===== config.mk =====
export PLATFORM = sky130hd
export DESIGN_NAME = fft_bitrev_pingpong_flat
export DESIGN_NICKNAME = d
export VERILOG_FILES = /design/src/rtl/fft_bitrev_pingpong_pkg.sv /design/src/rtl/fft_bitrev_pingpong_if.sv /design/src/rtl/fft_bitrev_pingpong_bank.sv /design/src/rtl/fft_bitrev_pingpong.sv /design/src/flat_wrapper.sv
export SDC_FILE = /design/constraint.sdc
export NUM_CORES = 1
export LEC_CHECK = 0
export ABC_CLOCK_PERIOD_IN_PS = 8400
export CAP_MARGIN = 20
export CELL_PAD_IN_SITES_DETAIL_PLACEMENT = 0
export CELL_PAD_IN_SITES_GLOBAL_PLACEMENT = 1
export CORE_AREA = 5 5 265 267
export CTS_BUF_LIST = sky130_fd_sc_hd__clkbuf_8
export DETAILED_ROUTE_END_ITERATION = 16
export DIE_AREA = 0 0 270 272
export PLACE_DENSITY_LB_ADDON = 0.05
export SLEW_MARGIN = 20
export SYNTH_ARGS = -nofsm -noshare
export SYNTH_HDL_FRONTEND = slang
export SYNTH_SLANG_ARGS = --single-unit

===== constraint.sdc =====
create_clock -name clk -period 8.4 [get_ports clk]
set_clock_uncertainty 0.2 [all_clocks]
set_input_delay 0.84 -clock clk [delete_from_list [all_inputs] [get_ports clk]]
set_output_delay 0.84 -clock clk [all_outputs]
set_load 0.01 [all_outputs]

===== src/rtl/fft_bitrev_pingpong_pkg.sv =====
// fft_pkg: shared types and helpers for the ping-pong bit-reversal reorder buffer.
package fft_pkg;

    // Largest supported frame is 2**MAX_LOG2_N points.
    localparam int MAX_LOG2_N = 10;

    typedef logic [MAX_LOG2_N-1:0] max_idx_t;

    // Read-side FSM: wait for a full bank, then stream it out.
    typedef enum logic {
        R_IDLE   = 1'b0,
        R_STREAM = 1'b1
    } rd_state_t;

    // Frame length N for a given log2 size.
    function automatic int frame_len(input int log2_n);
        return 1 << log2_n;
    endfunction

    // Reverse the low log2_n bits of x; bits above log2_n come back as zero.
    function automatic max_idx_t bitrev(input max_idx_t x, input int log2_n);
        max_idx_t rev;
        rev = {<<{x}};
        return rev >> (MAX_LOG2_N - log2_n);
    endfunction

endpackage


===== src/rtl/fft_bitrev_pingpong_if.sv =====
// fft_bitrev_pingpong_if: input and output valid/ready streams of the reorder buffer.
// Optional macro FFT_OUT_LAST_EN adds the out_last frame marker.
interface fft_bitrev_pingpong_if #(
    parameter int DATA_W = 16,
    parameter int LOG2_N = 4
);
    logic              in_valid;
    logic              in_ready;
    logic [DATA_W-1:0] in_r;
    logic [DATA_W-1:0] in_i;
    logic              out_valid;
    logic              out_ready;
    logic [DATA_W-1:0] out_r;
    logic [DATA_W-1:0] out_i;
    logic [LOG2_N-1:0] out_idx;
`ifdef FFT_OUT_LAST_EN
    logic              out_last;
`endif

    // Upstream producer and downstream consumer side.
    modport master (
`ifdef FFT_OUT_LAST_EN
        input  out_last,
`endif
        output in_valid, in_r, in_i, out_ready,
        input  in_ready, out_valid, out_r, out_i, out_idx
    );

    // The reorder buffer itself.
    modport slave (
`ifdef FFT_OUT_LAST_EN
        output out_last,
`endif
        input  in_valid, in_r, in_i, out_ready,
        output in_ready, out_valid, out_r, out_i, out_idx
    );
endinterface


===== src/rtl/fft_bitrev_pingpong_bank.sv =====
// fft_pp_bank: one N-entry sample bank, synchronous write, combinational read.
module fft_pp_bank #(
    parameter int WIDTH = 32,
    parameter int AW    = 4
) (
    input  logic             clk,
    input  logic             we,
    input  logic [AW-1:0]    wr_addr,
    input  logic [WIDTH-1:0] wr_data,
    input  logic [AW-1:0]    rd_addr,
    output logic [WIDTH-1:0] rd_data
);
    localparam int DEPTH = 1 << AW;

    logic [WIDTH-1:0] mem [DEPTH];

    // Store one sample per accepted input.
    // NOTE: no reset on the array -- every entry is written before its bank is marked full and read.
    always_ff @(posedge clk) begin
        if (we) mem[wr_addr] <= wr_data;
    end

    assign rd_data = mem[rd_addr];
endmodule


===== src/rtl/fft_bitrev_pingpong.sv =====
// fft_bitrev_pingpong: streaming natural-order to bit-reversed-order reorder buffer
// with two ping-pong banks and valid/ready handshakes on both sides.
// Optional macro FFT_OUT_LAST_EN adds out_last, registered with the output stage.
module fft_bitrev_pingpong
    import fft_pkg::*;
#(
    parameter int DATA_W = 16,
    parameter int LOG2_N = 4
) (
    input  logic                  clk,
    input  logic                  rst,
    fft_bitrev_pingpong_if.slave  bus
);
    localparam int N = frame_len(LOG2_N);
    localparam int W = 2 * DATA_W;

    typedef logic [LOG2_N-1:0] idx_t;
    localparam idx_t LAST = idx_t'(N - 1);

    idx_t      wr_cnt, rd_cnt, rd_addr;
    logic      wr_sel, rd_sel;
    logic [1:0] full;
    logic      wr_en, wr_last, load, rd_last;
    logic [W-1:0] rd_data [2];
    rd_state_t state, state_nx;

    // A bank being filled is never full, so the write side only waits on the bank it targets.
    assign bus.in_ready = ~full[wr_sel];
    assign wr_en        = bus.in_valid & bus.in_ready;
    assign wr_last      = wr_en && (wr_cnt == LAST);
    assign rd_addr      = idx_t'(bitrev(max_idx_t'(rd_cnt), LOG2_N));

    for (genvar b = 0; b < 2; b++) begin : g_bank
        fft_pp_bank #(.WIDTH(W), .AW(LOG2_N)) u_bank (
            .clk     (clk),
            .we      (wr_en && (wr_sel == 1'(b))),
            .wr_addr (wr_cnt),
            .wr_data ({bus.in_r, bus.in_i}),
            .rd_addr (rd_addr),
            .rd_data (rd_data[b])
        );
    end

    // Write side: fill the selected bank in natural order, switch banks after the last point.
    // NOTE: sequential state uses <= so every register in the design samples pre-edge values.
    always_ff @(posedge clk or posedge rst) begin
        if (rst) begin
            wr_cnt <= '0;
            wr_sel <= 1'b0;
        end else if (wr_en) begin
            wr_cnt <= wr_cnt + 1'b1;
            if (wr_last) wr_sel <= ~wr_sel;
        end
    end

    // Full flags: set by the write side, cleared by the read side; the two never hit the same bank.
    always_ff @(posedge clk or posedge rst) begin
        if (rst) begin
            full <= 2'b00;
        end else begin
            if (wr_last) full[wr_sel] <= 1'b1;
            if (rd_last) full[rd_sel] <= 1'b0;
        end
    end

    // Read FSM state register.
    always_ff @(posedge clk or posedge rst) begin
        if (rst) state <= R_IDLE;
        else     state <= state_nx;
    end

    // Read FSM next state: stream while a full bank is available, chain frames without a bubble.
    // NOTE: state_nx gets a default first so no path through the case can infer a latch.
    always_comb begin
        state_nx = state;
        case (state)
            R_IDLE:   if (full[rd_sel]) state_nx = R_STREAM;
            R_STREAM: if (rd_last && !full[~rd_sel]) state_nx = R_IDLE;
            default:  state_nx = R_IDLE;
        endcase
    end

    // Read FSM outputs: load the output register whenever it is empty or being consumed.
    always_comb begin
        load    = (state == R_STREAM) && (!bus.out_valid || bus.out_ready);
        rd_last = load && (rd_cnt == LAST);
    end

    // Read counter and bank select advance on every load.
    always_ff @(posedge clk or posedge rst) begin
        if (rst) begin
            rd_cnt <= '0;
            rd_sel <= 1'b0;
        end else if (load) begin
            rd_cnt <= rd_cnt + 1'b1;
            if (rd_last) rd_sel <= ~rd_sel;
        end
    end

    // Output register: holds its sample while out_valid & ~out_ready.
    always_ff @(posedge clk or posedge rst) begin
        if (rst) begin
            bus.out_valid <= 1'b0;
            bus.out_r     <= '0;
            bus.out_i     <= '0;
            bus.out_idx   <= '0;
`ifdef FFT_OUT_LAST_EN
            bus.out_last  <= 1'b0;
`endif
        end else if (load) begin
            bus.out_valid           <= 1'b1;
            {bus.out_r, bus.out_i}  <= rd_data[rd_sel];
            bus.out_idx             <= rd_cnt;
`ifdef FFT_OUT_LAST_EN
            bus.out_last            <= (rd_cnt == LAST);
`endif
        end else if (bus.out_ready) begin
            bus.out_valid <= 1'b0;
`ifdef FFT_OUT_LAST_EN
            bus.out_last  <= 1'b0;
`endif
        end
    end
endmodule


===== src/flat_wrapper.sv =====
// flat-port wrapper written by rule: the top's interface ports become plain ports
module fft_bitrev_pingpong_flat import fft_pkg::*;
#(
    parameter int DATA_W = 16,
    parameter int LOG2_N = 4
)
  (clk, rst, bus_in_valid, bus_in_r, bus_in_i, bus_out_ready, bus_in_ready, bus_out_valid, bus_out_r, bus_out_i, bus_out_idx);
  fft_bitrev_pingpong_if #(.DATA_W(DATA_W), .LOG2_N(LOG2_N)) bus_i ();
  input  logic clk;
  input  logic rst;
  input wire logic [$bits(bus_i.in_valid)-1:0] bus_in_valid;
  input wire logic [$bits(bus_i.in_r)-1:0] bus_in_r;
  input wire logic [$bits(bus_i.in_i)-1:0] bus_in_i;
  input wire logic [$bits(bus_i.out_ready)-1:0] bus_out_ready;
  output wire logic [$bits(bus_i.in_ready)-1:0] bus_in_ready;
  output wire logic [$bits(bus_i.out_valid)-1:0] bus_out_valid;
  output wire logic [$bits(bus_i.out_r)-1:0] bus_out_r;
  output wire logic [$bits(bus_i.out_i)-1:0] bus_out_i;
  output wire logic [$bits(bus_i.out_idx)-1:0] bus_out_idx;
  assign bus_i.in_valid = bus_in_valid;
  assign bus_i.in_r = bus_in_r;
  assign bus_i.in_i = bus_in_i;
  assign bus_i.out_ready = bus_out_ready;
  assign bus_in_ready = bus_i.in_ready;
  assign bus_out_valid = bus_i.out_valid;
  assign bus_out_r = bus_i.out_r;
  assign bus_out_i = bus_i.out_i;
  assign bus_out_idx = bus_i.out_idx;
  fft_bitrev_pingpong #(.DATA_W(DATA_W), .LOG2_N(LOG2_N)) u_core (.clk(clk), .rst(rst), .bus(bus_i));
endmodule

Ports around the boundary:
Pins as bars across the die edge, other pins in gray.
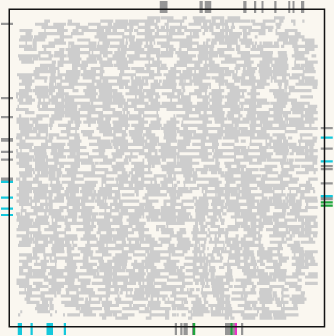
Key: bus_in_r = cyan [pins 16, direction input, edge 9 bottom, 4 left, 3 right]; bus_in_ready = magenta [pins 1, direction output, edge bottom]; bus_out_idx = green [pins 4, direction output, edge 2 right, 2 bottom]
All pins by edge: 27 bottom, 22 top, 13 left, 12 right.
floorplan die height: 272 um
floorplan die width: 270 um
quantity of I/O buffers inserted on ports: 73

Sequential cells grouped by signal name:
Other sequential cells in the stronger gray, the rest of the logic in the fainter gray.
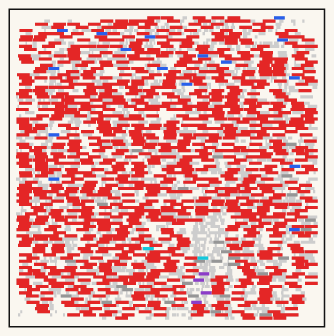
Key: u_core.bus.out_i = blue [sequential cells 16]; u_core.full = cyan [sequential cells 2]; u_core.g_bank.u_bank.mem = red [sequential cells 1024, where all over the die]; u_core.wr_cnt = purple [sequential cells 4, where bottom middle]
Seq area share: 69.2%
Util after Layout: 68.2%
area of all sequential standard cells: 32000 um^2

==> qor.json <==
{
  "synth": {
    "yosysUniqueCellTypes": 38,
    "ys_top_logic_family": "multiplexers",
    "ys_area_um2": 41300,
    "yosys.area_share.adder_pct": 0.152,
    "syn-instance-count": 1990,
    "aoi_share_pct": 3.23,
    "ys_sh_xor_pct": 0.149,
    "yosysWarnings": 0,
    "synth-edff-count": 1024,
    "dominantRegCellSynth": "sky130_fd_sc_hd__edfxtp_1",
    "synth_simple_gate_area_share_pct": 2.20,
    "net_count_synth": 2031,
    "muxShareOfSynthArea_pct": 15.3
  },
  "setup_path": {
    "kind_of_launch_point_of_the_worst_setup_path": "register",
    "setup_slack_on_the_worst_flop_to_flop_path_ps": 4760,
    "arrival_time_worst_endpoint_ps": 4100,
    "critPathSlowestCell": "sky130_fd_sc_hd__dfrtp_4",
    "path_cells": "buf_4 -> mux4_2 -> mux2_2 -> a2111oi_1 -> a211oi_1",
    "critPathMaxFanout": 63,
    "crit_path_end_kind": "register",
    "critical_path.max_stage_delay_ps": 1130
  },
  "final_timing": {
    "setup_slack_ps": 4760,
    "period_minus_slack_ps": 3640,
    "rsz0062_at_grt": "false",
    "tightestPinTransition_ps": 1140,
    "fin_setup_tns_ps": 0,
    "finalHoldViolCount": 0,
    "timing.slew.headroom_pct": 23.7,
    "slew_viol_final": 0
  },
  "floorplan": {
    "top_level_ports": 74,
    "row_count": 96,
    "chip_area_um2": 73400,
    "fp_util_pct": 60.8
  },
  "detailed_routing": {
    "met2RoutedLength_mm": 51.8,
    "postRouteAntennaNets": 0,
    "drc": 0,
    "met3_wirelength_mm": 7.49,
    "wl_met1_mm": 43.0,
    "vias_per_cell": 6.53,
    "post_drt_wl_per_cell_um": 32.8
  },
  "clocking": {
    "worstSkewPairLatency_ps": 810,
    "clock_sinks": 1074,
    "ctsRootBufferMaster": "sky130_fd_sc_hd__clkbuf_8",
    "clk_transition_reported_paths_ps": 60,
    "clock_tree.buffer_depth": 3,
    "tritoncts": "done",
    "cts-resized-gates": 0,
    "cts-buffers-inserted": 167,
    "post_cts.repair.setup_buffers": 0,
    "cts_hold_buf": 0
  },
  "cells_and_area": {
    "area_growth_from_synthesis_to_layout_pct": 12.1,
    "layout.nets": 2212,
    "stdcell_count": 3190,
    "layout_top_cell": "sky130_fd_sc_hd__edfxtp_1",
    "final_layout_size_suffix_gt1_share_pct": 25.0,
    "logic_area_um2": 8950
  },
  "min_path": {
    "timing.hold.worst.class": "register to register"
  },
  "global_route": {
    "grt_start_max_net_pins": 107,
    "initial_antenna_violation_count": 6,
    "grtUsageTotal_pct": 28.5
  },
  "power_and_ir_drop": {
    "power.leakage_nw": 15.2,
    "cellPowerDensity_nw_per_um2": 319
  },
  "outcome": {
    "run_status": "completed"
  },
  "run": {
    "max_cap_violation_count": 0,
    "stage_log_warnings": 32
  }
}
The metal 3 layer:
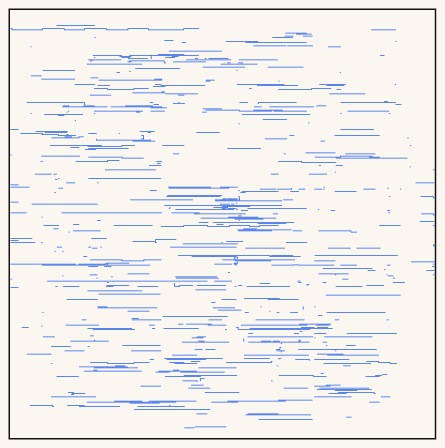
The longest straight run is 102 um. The wires run mostly horizontal. The layer holds 7.2% of the routed length. The layer carries 7490 um of wire. 209 nets have wire on it.
total detailed-routing wirelength: 105 mm
via total after detailed routing: 20828
met3 track utilization from global routing: 4.67%

Track usage over the die:
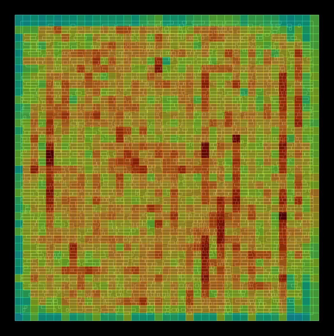
met1 layer usage reported by global route: 41.3%
met2 usage in global routing: 46.3%

==> state kept, by name (all words and copies together) (netlist names) <==
signal                    cells
u_core.bus.out_r             16
u_core.g_bank.u_bank.mem   1024
u_core.state                  1
u_core.bus.out_idx            4
u_core.bus.out_i             16
u_core.rd_cnt                 4
u_core.full                   2
u_core.wr_cnt                 4
u_core.rd_sel                 1
u_core.wr_sel                 1
u_core.bus.out_valid          1
==> synthesized netlist by cell type (6+ instances only) <==
master	count
sky130_fd_sc_hd__nor3_1	31
sky130_fd_sc_hd__edfxtp_1	1024
sky130_fd_sc_hd__buf_2	21
sky130_fd_sc_hd__clkbuf_1	57
sky130_fd_sc_hd__o22ai_1	95
sky130_fd_sc_hd__buf_4	23
sky130_fd_sc_hd__mux4_2	160
sky130_fd_sc_hd__mux2_2	68
sky130_fd_sc_hd__a2111oi_2	24
sky130_fd_sc_hd__nor2_1	70
sky130_fd_sc_hd__and2_1	33
sky130_fd_sc_hd__buf_6	6
sky130_fd_sc_hd__nand2_1	39
sky130_fd_sc_hd__mux2i_1	193
sky130_fd_sc_hd__nand3_1	13
sky130_fd_sc_hd__a211oi_1	32
sky130_fd_sc_hd__a2111oi_1	7
sky130_fd_sc_hd__dfrtp_1	50
==> power breakdown <==
part / total [W] / switching, W / internal, W
Combinational: 0.00410 / 0.00230 / 0.00180
Clock: 0.00405 / 0.00197 / 0.00208
Sequential: 0.00661 / 0.000354 / 0.00626
==> final cells by class <==
type	count	area share (%)
Timing Repair Buffer	125	2.30
Inverter	5	0.0460
Clock inverter	123	1.30
Sequential cell	1074	69.2
Tap cell	882	2.39
Multi-Input combinational cell	798	19.3
Antenna cell	1	0.00541
Clock buffer	182	5.42
==> final timing paths <==
path,start,to,cells after the start
min,u_core.bus.out_idx[0],u_core.bus.out_idx[0],1
max in group asynchronous,rst,u_core.rd_cnt[1],3
max,u_core.rd_cnt[2],u_core.bus.out_i[8],5
max reg2reg,u_core.rd_cnt[2],u_core.bus.out_i[8],5
min in group asynchronous,rst,u_core.rd_cnt[3],3
min reg2reg,u_core.bus.out_idx[0],u_core.bus.out_idx[0],1
==> cells by family after synthesis <==
logic type                 count (synthesis)
muxes                                    422
xor gates and xnor gates                   7
buffers and inverters                    118
DFF                                     1074
adders and majority gates                  5
AOI/OAI and AO/OA                        167
and+or+nand+nor                          197
==> per-layer routing <==
metal / global-route usage, % / up-vias
met5: 0 / -
met4: 8.12 / 2
met3: 4.67 / 177
met2: 46.3 / 979
met1: 41.3 / 11074
li1: - / 8596
==> through the flow <==
stage               power (W)  hold WS, ps  cell area [um^2]
floorplan             0.00939          288             41300
global placement       0.0108          294             43200
detailed placement     0.0108          295             43200
CTS                    0.0149          308             46300
global route           0.0153          344             46300
finish                 0.0148          304             46300
==> worst max-delay path: cells and delay by family, from the launching register on <==
kind / cells / cell delay, ps
AND-OR/OR-AND: 2 / 520
buffers and inverters: 1 / 860
flip-flops: 1 / 1130
multiplexers: 2 / 690
Power and IR drop assume default switching activity.
